File: config.mk
export PLATFORM = sky130hd
export DESIGN_NAME = pipeline_ctrl
export DESIGN_NICKNAME = d
export VERILOG_FILES = /design/src/rtl/pipeline_ctrl.sv
export SDC_FILE = /design/constraint.sdc
export NUM_CORES = 1
export LEC_CHECK = 0
export ABC_AREA = 0
export CAP_MARGIN = 10
export CELL_PAD_IN_SITES_DETAIL_PLACEMENT = 0
export CELL_PAD_IN_SITES_GLOBAL_PLACEMENT = 2
export CORE_UTILIZATION = 15
export DETAILED_ROUTE_END_ITERATION = 8
export PLACE_DENSITY_LB_ADDON = 0.1
export SYNTH_ARGS = -nofsm -noshare
export SYNTH_HDL_FRONTEND = slang
export SYNTH_SLANG_ARGS = --single-unit
File: constraint.sdc
create_clock -name clk -period 2.47 [get_ports clk]
set_clock_uncertainty 0.1 [all_clocks]
set_input_delay 0.494 -clock clk [delete_from_list [all_inputs] [get_ports clk]]
set_output_delay 0.494 -clock clk [all_outputs]
set_load 0.1 [all_outputs]
File: src/rtl/pipeline_ctrl.sv
// -----------------------------------------------------------------------------
// pipeline_ctrl
//   This block sequences a classic 5-stage pipeline. It controls the global
//   run/idle state, inserts bubbles on load-use hazards, and flushes the
//   pipeline when a branch or jump resolves in MEM.
//
//   Outputs are combinational from the registered FSM state and the current
//   inputs. A hazard or redirect therefore acts in the same cycle it appears.
//
//   Optional feature: define PIPELINE_PERF_CNT_EN to build the two saturating
//   performance counters. When it is undefined, stall_cnt and flush_cnt are
//   tied to zero and no counter flops are built.
//
// Parameters
//   LOAD_STALL  bubbles inserted per load-use hazard (1..7)
//   CNT_W       performance counter width
//
// Ports
//   clk, arst_n          clock (rising edge), asynchronous active-low reset
//   enable               run request
//   id_rs, id_rt         source register fields of the instruction in ID
//   id_uses_rt           ID instruction reads rt
//   ex_mem_read, ex_rt   load in EX and its destination register
//   mem_branch, mem_zero,
//   mem_jump             control-transfer resolution in MEM
//   pc_en, *_en          PC and pipeline register enables
//   *_flush              zero-load of pipeline registers
//   state_o              IDLE=0, RUN=1, STALL=2, FLUSH=3
//   stall_cnt, flush_cnt performance counters
// -----------------------------------------------------------------------------
module pipeline_ctrl #(
  parameter int LOAD_STALL = 1,
  parameter int CNT_W      = 32
) (
  input  logic             clk,
  input  logic             arst_n,
  input  logic             enable,
  input  logic [4:0]       id_rs,
  input  logic [4:0]       id_rt,
  input  logic             id_uses_rt,
  input  logic             ex_mem_read,
  input  logic [4:0]       ex_rt,
  input  logic             mem_branch,
  input  logic             mem_zero,
  input  logic             mem_jump,
  output logic             pc_en,
  output logic             if_id_en,
  output logic             id_ex_en,
  output logic             ex_mem_en,
  output logic             if_id_flush,
  output logic             id_ex_flush,
  output logic             ex_mem_flush,
  output logic [1:0]       state_o,
  output logic [CNT_W-1:0] stall_cnt,
  output logic [CNT_W-1:0] flush_cnt
);

  // The bubble counter is 3 bits wide, so larger values cannot be represented.
  if ((LOAD_STALL < 1) || (LOAD_STALL > 7)) begin : g_bad_load_stall
    $error("pipeline_ctrl: LOAD_STALL must be in 1..7");
  end

  typedef enum logic [1:0] {
    IDLE  = 2'd0,
    RUN   = 2'd1,
    STALL = 2'd2,
    FLUSH = 2'd3
  } state_t;

  // The bubble issued by RUN is the first one, so the counter holds the
  // number of bubbles that remain after it.
  localparam logic [2:0] STALL_LOAD = 3'(LOAD_STALL - 1);
  localparam bit         MULTI_STALL = (LOAD_STALL > 1);

  state_t     state_reg, state_next;
  logic [2:0] cnt_reg, cnt_next;
  logic       redirect;
  logic       hazard;

  assign redirect = (mem_branch & mem_zero) | mem_jump;
  assign hazard   = ex_mem_read & (ex_rt != 5'd0) &
                    ((ex_rt == id_rs) | (id_uses_rt & (ex_rt == id_rt)));

  always_ff @(posedge clk or negedge arst_n) begin
    if (!arst_n) begin
      state_reg <= IDLE;
      cnt_reg   <= 3'd0;
    end else begin
      state_reg <= state_next;
      cnt_reg   <= cnt_next;
    end
  end

  always_comb begin
    state_next   = state_reg;
    cnt_next     = cnt_reg;
    pc_en        = 1'b0;
    if_id_en     = 1'b0;
    id_ex_en     = 1'b0;
    ex_mem_en    = 1'b0;
    if_id_flush  = 1'b0;
    id_ex_flush  = 1'b0;
    ex_mem_flush = 1'b0;

    if (!enable) begin
      // Freeze: the outputs stay at the IDLE values so the pipeline holds its contents.
      state_next = IDLE;
      cnt_next   = 3'd0;
    end else begin
      case (state_reg)
        IDLE: begin
          state_next = RUN;
        end

        RUN: begin
          pc_en     = 1'b1;
          if_id_en  = 1'b1;
          id_ex_en  = 1'b1;
          ex_mem_en = 1'b1;
          if (redirect) begin
            if_id_flush  = 1'b1;
            id_ex_flush  = 1'b1;
            ex_mem_flush = 1'b1;
            state_next   = FLUSH;
          end else if (hazard) begin
            pc_en       = 1'b0;
            if_id_en    = 1'b0;
            id_ex_flush = 1'b1;
            cnt_next    = STALL_LOAD;
            state_next  = MULTI_STALL ? STALL : RUN;
          end
        end

        STALL: begin
          pc_en     = 1'b1;
          if_id_en  = 1'b1;
          id_ex_en  = 1'b1;
          ex_mem_en = 1'b1;
          if (redirect) begin
            if_id_flush  = 1'b1;
            id_ex_flush  = 1'b1;
            ex_mem_flush = 1'b1;
            cnt_next     = 3'd0;
            state_next   = FLUSH;
          end else begin
            pc_en       = 1'b0;
            if_id_en    = 1'b0;
            id_ex_flush = 1'b1;
            cnt_next    = cnt_reg - 3'd1;
            if (cnt_reg <= 3'd1) begin
              cnt_next   = 3'd0;
              state_next = RUN;
            end
          end
        end

        FLUSH: begin
          // This cycle lets the target fetch enter IF/ID. Hazard and redirect inputs are ignored here.
          pc_en      = 1'b1;
          if_id_en   = 1'b1;
          id_ex_en   = 1'b1;
          ex_mem_en  = 1'b1;
          state_next = RUN;
        end

        default: begin
          state_next = IDLE;
          cnt_next   = 3'd0;
        end
      endcase
    end
  end

  assign state_o = state_reg;

`ifdef PIPELINE_PERF_CNT_EN
  logic             stall_evt;
  logic             redirect_evt;
  logic [CNT_W-1:0] stall_cnt_reg;
  logic [CNT_W-1:0] flush_cnt_reg;

  // A hazard bubble flushes only ID/EX. A redirect flushes all three registers.
  assign stall_evt    = id_ex_flush & ~if_id_flush;
  assign redirect_evt = ex_mem_flush;

  always_ff @(posedge clk or negedge arst_n) begin
    if (!arst_n) begin
      stall_cnt_reg <= '0;
      flush_cnt_reg <= '0;
    end else begin
      if (stall_evt && (stall_cnt_reg != '1)) stall_cnt_reg <= stall_cnt_reg + 1'b1;
      if (redirect_evt && (flush_cnt_reg != '1)) flush_cnt_reg <= flush_cnt_reg + 1'b1;
    end
  end

  assign stall_cnt = stall_cnt_reg;
  assign flush_cnt = flush_cnt_reg;
`else
  assign stall_cnt = '0;
  assign flush_cnt = '0;
`endif

endmodule
### Placement density heat map, run 1

Drawn at 4 px/um. 9 x 9 tiles, from black (low) to pale yellow (high), 0 to 100% covered.
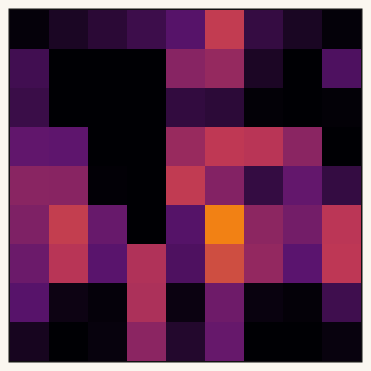
The mean over all tiles is 20%. The fullest tile reaches 72%. 28% of the tiles are nearly empty.
Util after Layout: 24.1%
Core ar.: 0.00694 mm2
Floorplan Utilization: 15.9%

### Pin map, run 1

Drawn at 4 px/um. Pins as bars across the die edge, other pins in gray.
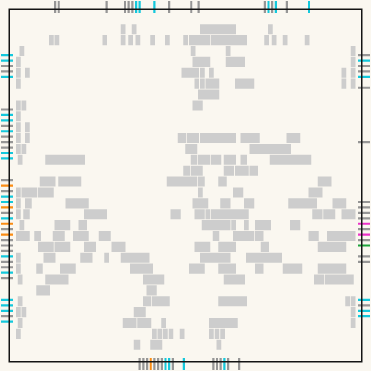
Key: state_o = magenta [pins 2, direction output, edge east]; id_rt = orange [pins 5, direction input, edge 4 west, 1 south]; if_id_flush = green [pins 1, direction output, edge east]; flush_cnt = cyan [pins 32, direction output, edge 17 west, 6 north, 5 east, 4 south]
All pins by edge: 39 west, 22 east, 18 north, 17 south.

### The clock network, run 1

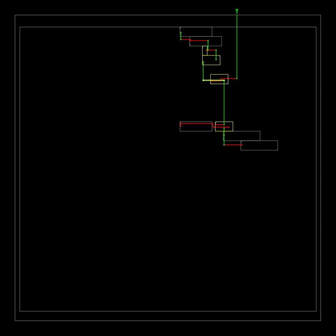
flip-flops: 5
final-layout clock buffer total: 4

### Cell classes on the final placement, run 1

Drawn at 3 px/um.
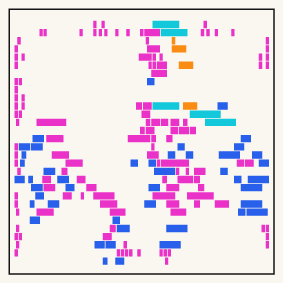
Key: other buffers and delay cells = blue [cells 45, share of their area 32%]; clock drivers and dummy loads = orange [cells 4, share of their area 2.9%]; all other logic = magenta [cells 126, share of their area 57%]; flops = cyan [cells 5, share of their area 8.5%]

==> results.py, run 1 <==
# Synthesis and PnR figures
metrics = {
    "run_status": {
        "outcome": "finished, final reports clean",
    },
    "route": {
        "highest_layer": "met3",
        "num_vias": 862,
    },
    "synthesis": {
        "syn_avg_cell_area_um2": 8.17,
        "ys_sh_aoi_pct": 15.5,
        "edf_count": 0,
        "yosys.area_share.adder_pct": 6.80,
        "xor_area_share_pct": 7.94,
        "flop_cell": "dfrtp_1",
        "synthMuxAreaShare_pct": 2.72,
    },
    "worst_setup_path": {
        "setup.worst_path.end": "pc_en",
        "crit_slowest_cell": "or4_4",
        "setup.worst_path.start": "ex_rt[3]",
        "r2r-end": "cnt_reg[1]",
        "critPathTopFamily": "AND-OR/OR-AND gates",
    },
    "job": {
        "warnings": 33,
    },
    "power_and_ir_drop": {
        "sw_frac_of_total_pct": 66.0,
        "comb_power_share_pct": 74.8,
        "powerComb_w": 0.000717,
        "clk-power_w": 0.000149,
        "p_seq_w": 0.0000931,
    },
    "sta": {
        "maxSlewViolCount": 0,
        "max_freq_mhz": 409,
        "whs_ns": 0.408,
    },
    "cells_and_area": {
        "comb_area_share_pct": 51.5,
        "most-common-layout-cells": "conb_1, buf_4, buf_12",
        "logic_gates": 121,
        "finalNonFillerCells": 276,
        "buf_share_pct": 29.3,
        "mostFrequentLayoutCell": "conb_1",
    },
    "place": {
        "gp_congestion": 0.673,
        "numPortBuffers": 31,
    },
    "cts": {
        "cts_root_buffer": "clkbuf_8",
        "clkTransAtPathRegs_ns": 0.04,
        "cts_resized": 60,
    },
    "global_routing": {
        "grt_pass1_vias": 776,
    },
    "floorplan": {
        "rows": 30,
        "fp.dieH_um": 87.8,
    },
}
==> inputs of run 2 (changes only) <==
--- a/config.mk
+++ b/config.mk
@@ -9,6 +9,7 @@
 export CAP_MARGIN = 10
 export CELL_PAD_IN_SITES_DETAIL_PLACEMENT = 0
 export CELL_PAD_IN_SITES_GLOBAL_PLACEMENT = 2
+export CORE_ASPECT_RATIO = 1.2
 export CORE_UTILIZATION = 15
 export DETAILED_ROUTE_END_ITERATION = 8
 export PLACE_DENSITY_LB_ADDON = 0.1
==> run 2 against run 1 <==
Net effect: die size barely moved; flip-flop count stayed put; hold slack worse by 0.00091 ns; register-to-register slack barely moved; critical path depth did not move; first-iteration DRC count increased by 3.7%; maximum frequency down 1.0%; power about the same; critical endpoint is now if_id_en; largest power group unchanged; highest routed layer is now met4.
==> results.py, run 2 <==
# Synthesis and PnR figures
metrics = {
    "synthesis": {
        "flop_cell": "dfrtp_1",
        "xor_area_share_pct": 7.94,
        "syn_avg_cell_area_um2": 8.17,
        "ys_sh_aoi_pct": 15.5,
        "yosys.area_share.adder_pct": 6.80,
        "edf_count": 0,
        "synthMuxAreaShare_pct": 2.72,
    },
    "cells_and_area": {
        "logic_gates": 121,
        "mostFrequentLayoutCell": "conb_1",
        "buf_share_pct": 29.1,
        "most-common-layout-cells": "conb_1, buf_4, clkdlybuf4s15_1",
        "largest_reg_flops": 3,
        "nClkBuffers": 4,
        "comb_area_share_pct": 52.2,
        "ff_count": 5,
        "fin_util_pct": 23.8,
    },
    "sta": {
        "max_freq_mhz": 405,
        "maxSlewViolCount": 0,
        "whs_ns": 0.407,
        "finalCriticalPeriod_ns": 2.47,
        "layout_setup_ws_ns": 0.00273,
    },
    "floorplan": {
        "fp_util_pct": 15.8,
        "core_region_area_mm2": 0.00698,
        "rows": 33,
        "fp.dieH_um": 96.0,
    },
    "place": {
        "gp_congestion": 0.662,
        "numPortBuffers": 31,
    },
    "run_status": {
        "outcome": "finished, final reports clean",
    },
    "power_and_ir_drop": {
        "sw_frac_of_total_pct": 66.1,
        "powerComb_w": 0.000715,
        "comb_power_share_pct": 74.6,
    },
    "cts": {
        "cts_root_buffer": "clkbuf_8",
        "h-tree-depth": 1,
        "cts_resized": 60,
        "clkTransAtPathRegs_ns": 0.04,
    },
    "worst_setup_path": {
        "setup.worst_path.end": "if_id_en",
        "setup.worst_path.start": "ex_rt[4]",
        "r2r-end": "cnt_reg[0]",
        "critPathTopFamily": "AND-OR/OR-AND gates",
        "end_kind": "primary output",
    },
    "job": {
        "warnings": 33,
    },
    "global_routing": {
        "grt_pass1_vias": 786,
    },
    "route": {
        "num_vias": 856,
        "highest_layer": "met4",
    },
}
### The clock network, run 2

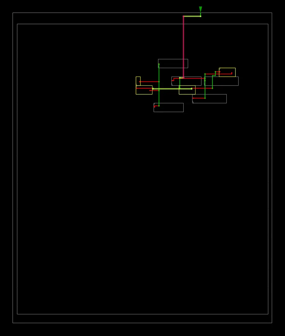
Late-Pin Clk Latency: 0.22 ns
P_clk: 0.000151 W
Num CTS Buffers: 3

### Cell classes on the final placement, run 2

Drawn at 3 px/um.
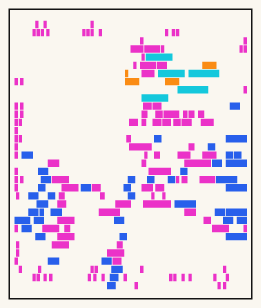
Key: all other logic = magenta [cells 126, share of their area 57%]; flops = cyan [cells 5, share of their area 8.6%]; other buffers and delay cells = blue [cells 44, share of their area 31%]; clock drivers and dummy loads = orange [cells 4, share of their area 2.9%]

Power is estimated from default activity; no workload was simulated.
